===== src/rtl/loader_pkg.sv =====
// Shared types and constants for the program loader: FSM state encoding and frame constants.
package loader_pkg;

    typedef enum logic [2:0] {
        ST_IDLE = 3'd0,
        ST_LEN0 = 3'd1,
        ST_LEN1 = 3'd2,
        ST_DATA = 3'd3,
        ST_CSUM = 3'd4,
        ST_DONE = 3'd5,
        ST_ERR  = 3'd6
    } state_e;

    localparam logic [7:0]  MAGIC_DEFAULT = 8'hA5;
    localparam int unsigned HDR_LEN       = 3;
    localparam int unsigned BYTE_W        = 8;
    localparam int unsigned WORD_W        = 32;

endpackage


===== src/rtl/prog_loader_word_assembler.sv =====
// Little-endian byte-to-word shift register with a 2-bit byte counter; word_full marks the 4th byte.
module word_assembler
    import loader_pkg::*;
(
    input  logic              clk,
    input  logic              rst,
    input  logic              shift_en,
    input  logic              clear,
    input  logic [BYTE_W-1:0] byte_in,
    output logic [WORD_W-1:0] word_out,
    output logic              word_full
);

    logic [1:0]        cnt_q, cnt_d;
    logic [WORD_W-1:0] word_q, word_d;

    // New bytes enter at the top so the first byte of a word ends up in bits[7:0].
    always_comb begin
        cnt_d  = cnt_q;
        word_d = word_q;
        if (clear) begin
            cnt_d  = 2'd0;
            word_d = '0;
        end else if (shift_en) begin
            cnt_d  = cnt_q + 2'd1;
            word_d = {byte_in, word_q[WORD_W-1:BYTE_W]};
        end
    end

    always_ff @(posedge clk) begin
        if (rst) begin
            cnt_q  <= 2'd0;
            word_q <= '0;
        end else begin
            cnt_q  <= cnt_d;
            word_q <= word_d;
        end
    end

    assign word_out  = word_q;
    assign word_full = shift_en && (cnt_q == 2'd3);

endmodule


===== src/rtl/prog_loader.sv =====
// Framed byte-stream program loader: writes 32-bit words to instruction memory and holds the CPU
// in reset until the image checksum is verified.
module prog_loader
    import loader_pkg::*;
#(
    parameter int unsigned ADDR_W = 10,
    parameter int unsigned DEPTH  = 256,
    parameter logic [7:0]  MAGIC  = MAGIC_DEFAULT
) (
    input  logic              clk,
    input  logic              rst,
    input  logic              in_valid,
    input  logic [BYTE_W-1:0] in_data,
    output logic              in_ready,
    output logic              imem_we,
    output logic [ADDR_W-1:0] imem_addr,
    output logic [WORD_W-1:0] imem_wdata,
    output logic              cpu_rst_hold,
    output logic              done,
    output logic              error
);

    localparam int unsigned IDX_W = ADDR_W - 2;

    state_e              state_q, state_d;
    logic [15:0]         len_q, len_d;
    logic [IDX_W-1:0]    widx_q, widx_d;
    logic [BYTE_W-1:0]   csum_q, csum_d;
    logic                we_q, we_d;
    logic [ADDR_W-1:0]   addr_q, addr_d;
    logic                ready_q, ready_d;
    logic                hold_q, hold_d;
    logic                done_q, done_d;
    logic                err_q, err_d;

    logic                xfer;
    logic                shift_en;
    logic                word_full;
    logic [15:0]         len_full;

    assign xfer     = in_valid && ready_q;
    assign shift_en = xfer && (state_q == ST_DATA);
    assign len_full = {in_data, len_q[7:0]};

    word_assembler u_asm (
        .clk      (clk),
        .rst      (rst),
        .shift_en (shift_en),
        .clear    (state_q == ST_IDLE),
        .byte_in  (in_data),
        .word_out (imem_wdata),
        .word_full(word_full)
    );

    // Next-state and output decode.
    always_comb begin
        state_d = state_q;
        len_d   = len_q;
        widx_d  = widx_q;
        csum_d  = csum_q;
        we_d    = 1'b0;
        addr_d  = addr_q;

        unique case (state_q)
            ST_IDLE: begin
                if (xfer && (in_data == MAGIC)) begin
                    state_d = ST_LEN0;
                    len_d   = '0;
                    widx_d  = '0;
                    csum_d  = '0;
                end
            end
            ST_LEN0: begin
                if (xfer) begin
                    len_d   = {8'h00, in_data};
                    state_d = ST_LEN1;
                end
            end
            ST_LEN1: begin
                if (xfer) begin
                    len_d = len_full;
                    if (len_full > 16'(DEPTH)) begin
                        state_d = ST_ERR;
                    end else if (len_full == 16'd0) begin
                        state_d = ST_CSUM;
                    end else begin
                        state_d = ST_DATA;
                    end
                end
            end
            ST_DATA: begin
                if (xfer) begin
                    csum_d = csum_q ^ in_data;
                    if (word_full) begin
                        we_d   = 1'b1;
                        addr_d = {widx_q, 2'b00};
                        // Index stops at N-1 so it never wraps when N == DEPTH.
                        if (16'(widx_q) == (len_q - 16'd1)) begin
                            state_d = ST_CSUM;
                        end else begin
                            widx_d = widx_q + IDX_W'(1);
                        end
                    end
                end
            end
            ST_CSUM: begin
                if (xfer) begin
                    state_d = (in_data == csum_q) ? ST_DONE : ST_ERR;
                end
            end
            ST_DONE: state_d = ST_DONE;
            ST_ERR:  state_d = ST_ERR;
            default: state_d = ST_IDLE;
        endcase

        ready_d = !((state_d == ST_DONE) || (state_d == ST_ERR));
        done_d  = (state_d == ST_DONE);
        err_d   = (state_d == ST_ERR);
        hold_d  = (state_d != ST_DONE);
    end

    always_ff @(posedge clk) begin
        if (rst) begin
            state_q <= ST_IDLE;
            len_q   <= '0;
            widx_q  <= '0;
            csum_q  <= '0;
            we_q    <= 1'b0;
            addr_q  <= '0;
            ready_q <= 1'b1;
            hold_q  <= 1'b1;
            done_q  <= 1'b0;
            err_q   <= 1'b0;
        end else begin
            state_q <= state_d;
            len_q   <= len_d;
            widx_q  <= widx_d;
            csum_q  <= csum_d;
            we_q    <= we_d;
            addr_q  <= addr_d;
            ready_q <= ready_d;
            hold_q  <= hold_d;
            done_q  <= done_d;
            err_q   <= err_d;
        end
    end

    assign in_ready     = ready_q;
    assign imem_we      = we_q;
    assign imem_addr    = addr_q;
    assign cpu_rst_hold = hold_q;
    assign done         = done_q;
    assign error        = err_q;

endmodule


===== config.mk =====
export PLATFORM = sky130hd
export DESIGN_NAME = prog_loader
export DESIGN_NICKNAME = d
export VERILOG_FILES = /design/src/rtl/loader_pkg.sv /design/src/rtl/prog_loader_word_assembler.sv /design/src/rtl/prog_loader.sv
export SDC_FILE = /design/constraint.sdc
export NUM_CORES = 1
export LEC_CHECK = 0
export ABC_AREA = 1
export CORE_MARGIN = 2
export CORE_UTILIZATION = 50
export DETAILED_ROUTE_END_ITERATION = 12
export PLACE_DENSITY = 0.72
export SYNTH_ARGS = -nofsm -noshare
export SYNTH_HDL_FRONTEND = slang
export SYNTH_SLANG_ARGS = --single-unit

===== constraint.sdc =====
create_clock -name clk -period 2.2 [get_ports clk]
set_input_delay 0.33 -clock clk [delete_from_list [all_inputs] [get_ports clk]]
set_output_delay 0.33 -clock clk [all_outputs]
set_load 0.05 [all_outputs]

==> results.yml, run 1 <==
# flow metrics
sta:
  setup_viol: 0
  skew_ns: 0.0120
  slew_headroom_pct: 65.3
  fin_ws_ns: 0.182
critical_path:
  end_kind: "flip-flop"
  critPathSlowestCell: "dfxtp_1"
  setup.worst_path.class: "flip-flop to flip-flop"
  crit_family: "simple AND/OR/NAND/NOR gates"
  worstPathRequired_ns: 2.42
floorplan:
  row_count: 32
  pin_count: 58
  initCoreUtil_pct: 51.8
routing:
  top_layer_used: "met4"
  wl_met3_um: 581
placed_design:
  numPortBuffers: 55
  placed_cell_area_um2: 4860
logic_synthesis:
  synth-edff-count: 0
  syn_area_um2: 4030
  synth-async-reset-ratio_pct: 0
  synth.top_cells.by_count: "nand2_1, dfxtp_1, a21oi_1, nor2_1, inv_1"
  netlist.top_cell.by_area: "dfxtp_1"
  ys_seq_share_pct: 40.8
  avgSynthCellArea_um2: 7.04
power_and_ir_drop:
  p_clk_share_pct: 40.7
  power_leader: "registers"
  p_comb_mw: 0.130
  p_comb_share_pct: 4.8
  p_int_mw: 2.07
finish:
  comb_share_pct: 42.3
  buffers: 87
  fin_area_um2: 5100
  ff_count: 82
  biggestCellCategory: "combinational gates"
  mostFrequentLayoutCell: "nand2_1"
run_status:
  status: "finished, final reports clean"
clock_network:
  postCtsSetupBuffers: 0
job:
  warnings: 26
hold_path:
  hold_start: "u_asm.word_out[0]$_SDFFE_PP0P_"
global_routing:
  use_met1_pct: 33.6
  antenna_found_initial: 0
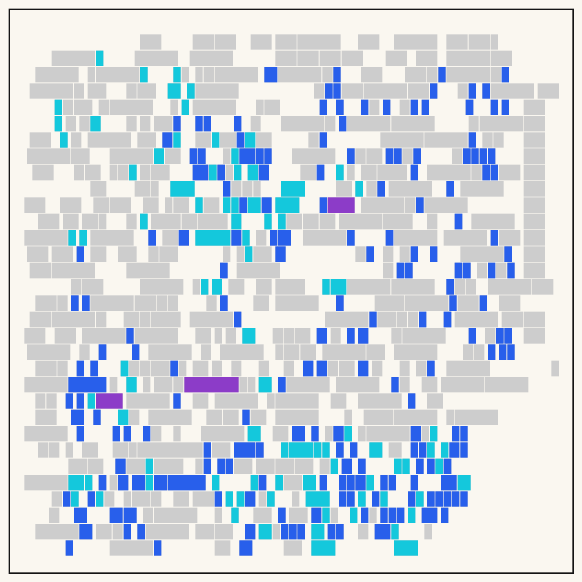
Fig. 1. Gate-type map (run 1).
Scale: 6 px per um.
[NOR gates] cyan | cells: 89 | most used: nor2_1
[NAND gates] blue | cells: 195 | most used: nand2_1 | where: all over the die
[adder and majority cells] purple | cells: 3 | most used: ha_1

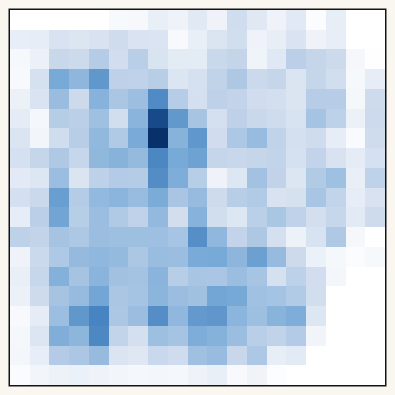
Fig. 2. Signal metal coverage by tile (run 1).
Scale: 4 px per um. The die is cut into 19 by 19 equal tiles; white is low, dark blue is high, scaled to the fullest tile. Values are wire area over tile area, all layers added.
densest ninth of the die: centre
emptiest ninth of the die: south-east
fullest tile: 0.77
nearly empty tiles: 9.4%
mean over tiles: 0.19
Vias: 4003
total routed wirelength: 10600 um
routed len/inst: 14.1 um
Total GRT Usage: 25.2%

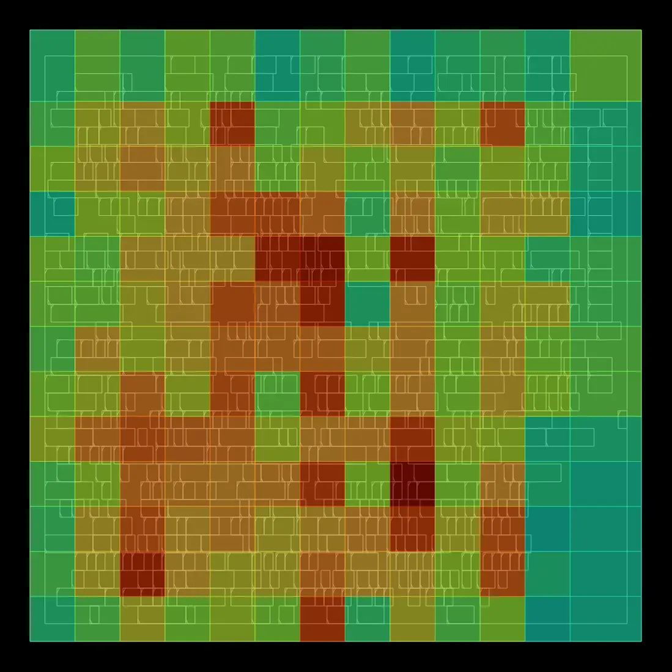
Fig. 3. Track usage over the die (run 1).
Top Usage Layer GRT: met2
GR met3 Demand/Resource: 3.61%
Post-Route Utilization: 65.7%

Fig. 4: run 1, M4 wires
Scale: 4 px per um. Supply wires on this layer in grey.
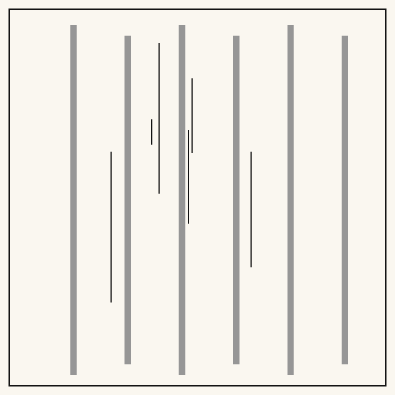

==> run 2, diff against run 1 <==
--- a/config.mk
+++ b/config.mk
@@ -12,4 +12,5 @@
 export PLACE_DENSITY = 0.72
 export SYNTH_ARGS = -nofsm -noshare
 export SYNTH_HDL_FRONTEND = slang
+export SYNTH_HIERARCHICAL = 1
 export SYNTH_SLANG_ARGS = --single-unit
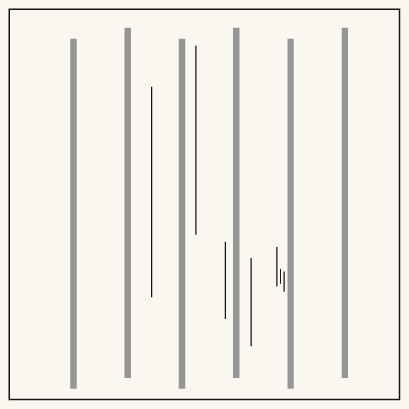
Fig. 5. M4 wires (run 2).
Scale: 4 px per um. Supply wires on this layer in grey.
wire length on this layer: 158 um
longest straight run: 52.4 um
main direction: vertical
share of all routed wire: 1.5%
Vias: 4048
total routed wirelength: 10300 um

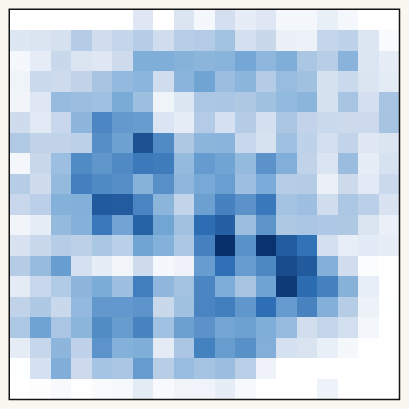
Fig. 6. Signal metal coverage by tile (run 2).
Scale: 4 px per um. The die is cut into 19 by 19 equal tiles; white is low, dark blue is high, scaled to the fullest tile. Values are wire area over tile area, all layers added.
fullest tile: 0.53
tiles over half the peak: 22%
nearly empty tiles: 8.9%
Total GRT Usage: 22.3%
routed len/inst: 12.7 um

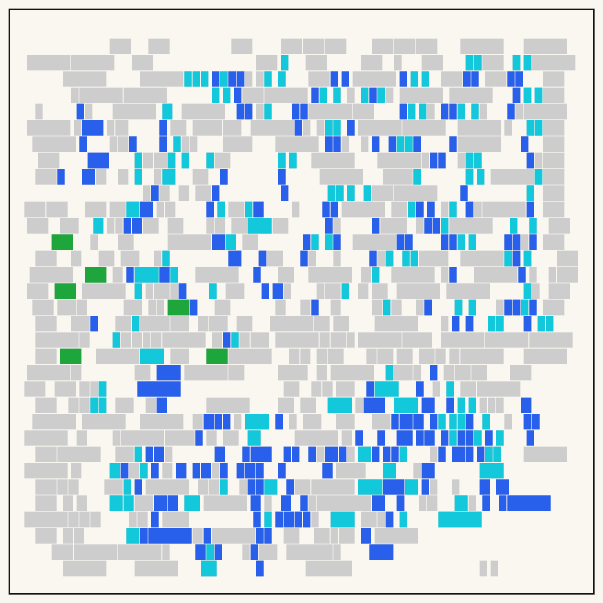
Fig. 7. Gate-type map (run 2).
Scale: 6 px per um.
[NAND gates] blue | cells: 195 | most used: nand2_1
[NOR gates] cyan | cells: 137 | most used: nor2_1 | where: all over the die
[AND-OR and OR-AND gates] green | cells: 6 | most used: o211a_1 | where: west

==> run 2 against run 1 <==
Compared with the run above:
- critical endpoint is now in_ready$_SDFF_PP1_
- synthesized cell count up 10%
- cell area is 3.5% higher
- largest power group unchanged
- combinational power about the same
- register-to-register slack better by 0.05 ns
- worst hold slack improved by 0.0073 ns
==> results.yml, run 2 <==
# flow metrics
finish:
  fill_cells: 796
  n_clock_buffer: 10
  fin_cells: 811
  bufAreaShareNonClock_pct: 14.4
  nets: 715
  comb_share_pct: 42.5
  mostFrequentLayoutCell: "nand2_1"
  buffers: 81
  sh_seq_area_pct: 31.1
  logic_area_um2: 2240
  clock_area_share_pct: 3.34
  fin_area_um2: 5280
  biggestCellCategory: "combinational gates"
  utilization_pct: 63.6
  ff_count: 82
global_routing:
  use_met3_pct: 3.24
  use_met1_pct: 31.2
  busiest_layer: "met2"
  antenna_found_initial: 0
  grt_pass1_wl_um: 17300
routing:
  viasPerCell: 4.99
  top_layer_used: "met4"
  dr.pass1.iters: 5
  wl_met3_um: 465
hold_path:
  hold_start: "u_asm/word_out[3]$_SDFFE_PP0P_"
  whs_path_depth: 2
  hp-class: "flip-flop to flip-flop"
sta:
  hold_viol_final: 0
  holdWs_ns: 0.472
  max_freq_mhz: 508
  worst_pin_slew_ns: 0.519
  fin_ws_ns: 0.232
  skew_ns: 0.0143
  finalClockPeriodUsage_pct: 89.4
  setup_viol: 0
  slew_headroom_pct: 65.3
critical_path:
  end_kind: "flip-flop"
  crit_chain: "inv_2, ha_4, xor2_1, nand2_1, nor2_1, nand2_1, nor2_2, nand3_2, nor2_4, nand4_1, nand2_2, nand3_2, nand2_1, inv_1"
  worst-path-max-fanout: 3
  worstPathRequired_ns: 2.47
  setup.worst_path.class: "flip-flop to flip-flop"
  crit_start: "len_q[1]$_SDFFE_PP0P_"
  critPathSlowestCell: "dfxtp_2"
  crit_family: "simple AND/OR/NAND/NOR gates"
  max_stage_delay_ns: 0.37
  critPathMostFrequentCell: "nand2_1"
  worstPathArrival_ns: 2.24
  crit_buf_inv: 2
floorplan:
  die-height_um: 97.2
  row_count: 33
  initCoreUtil_pct: 52.3
  core_um2: 8300
  chipArea_um2: 9440
  pin_count: 58
power_and_ir_drop:
  p_clk_share_pct: 38.5
  p_int_mw: 1.95
  power_leader: "registers"
  p_comb_share_pct: 4.8
  p_sw_share_pct: 25.5
  powerSeq_mw: 1.49
  power_switching_mw: 0.669
  p_comb_mw: 0.127
logic_synthesis:
  ys_seq_share_pct: 37.8
  ys.warnings.count: 6
  ys_sh_aoi_pct: 11.7
  netlist.top_cell.by_area: "dfxtp_1"
  avgSynthCellArea_um2: 6.87
  syn_area_um2: 4340
  synth-adder-area-share_pct: 0.865
  synth-async-reset-ratio_pct: 0
  synth.top_cells.by_count: "nand2_1, nor2_1, inv_1, dfxtp_1, a21oi_1"
  yosys_area_um2: 4340
  synth-edff-count: 0
clock_network:
  postCtsSetupBuffers: 0
  cts_buffer_depth: 2
  htreeDepth: 3
  cts_tree: "yes"
placed_design:
  placed_cell_area_um2: 5080
  place_inst: 795
  numPortBuffers: 55
job:
  warnings: 26
run_status:
  status: "finished, final reports clean"
Power figures rest on the tool's default switching activity, not on a simulated workload.
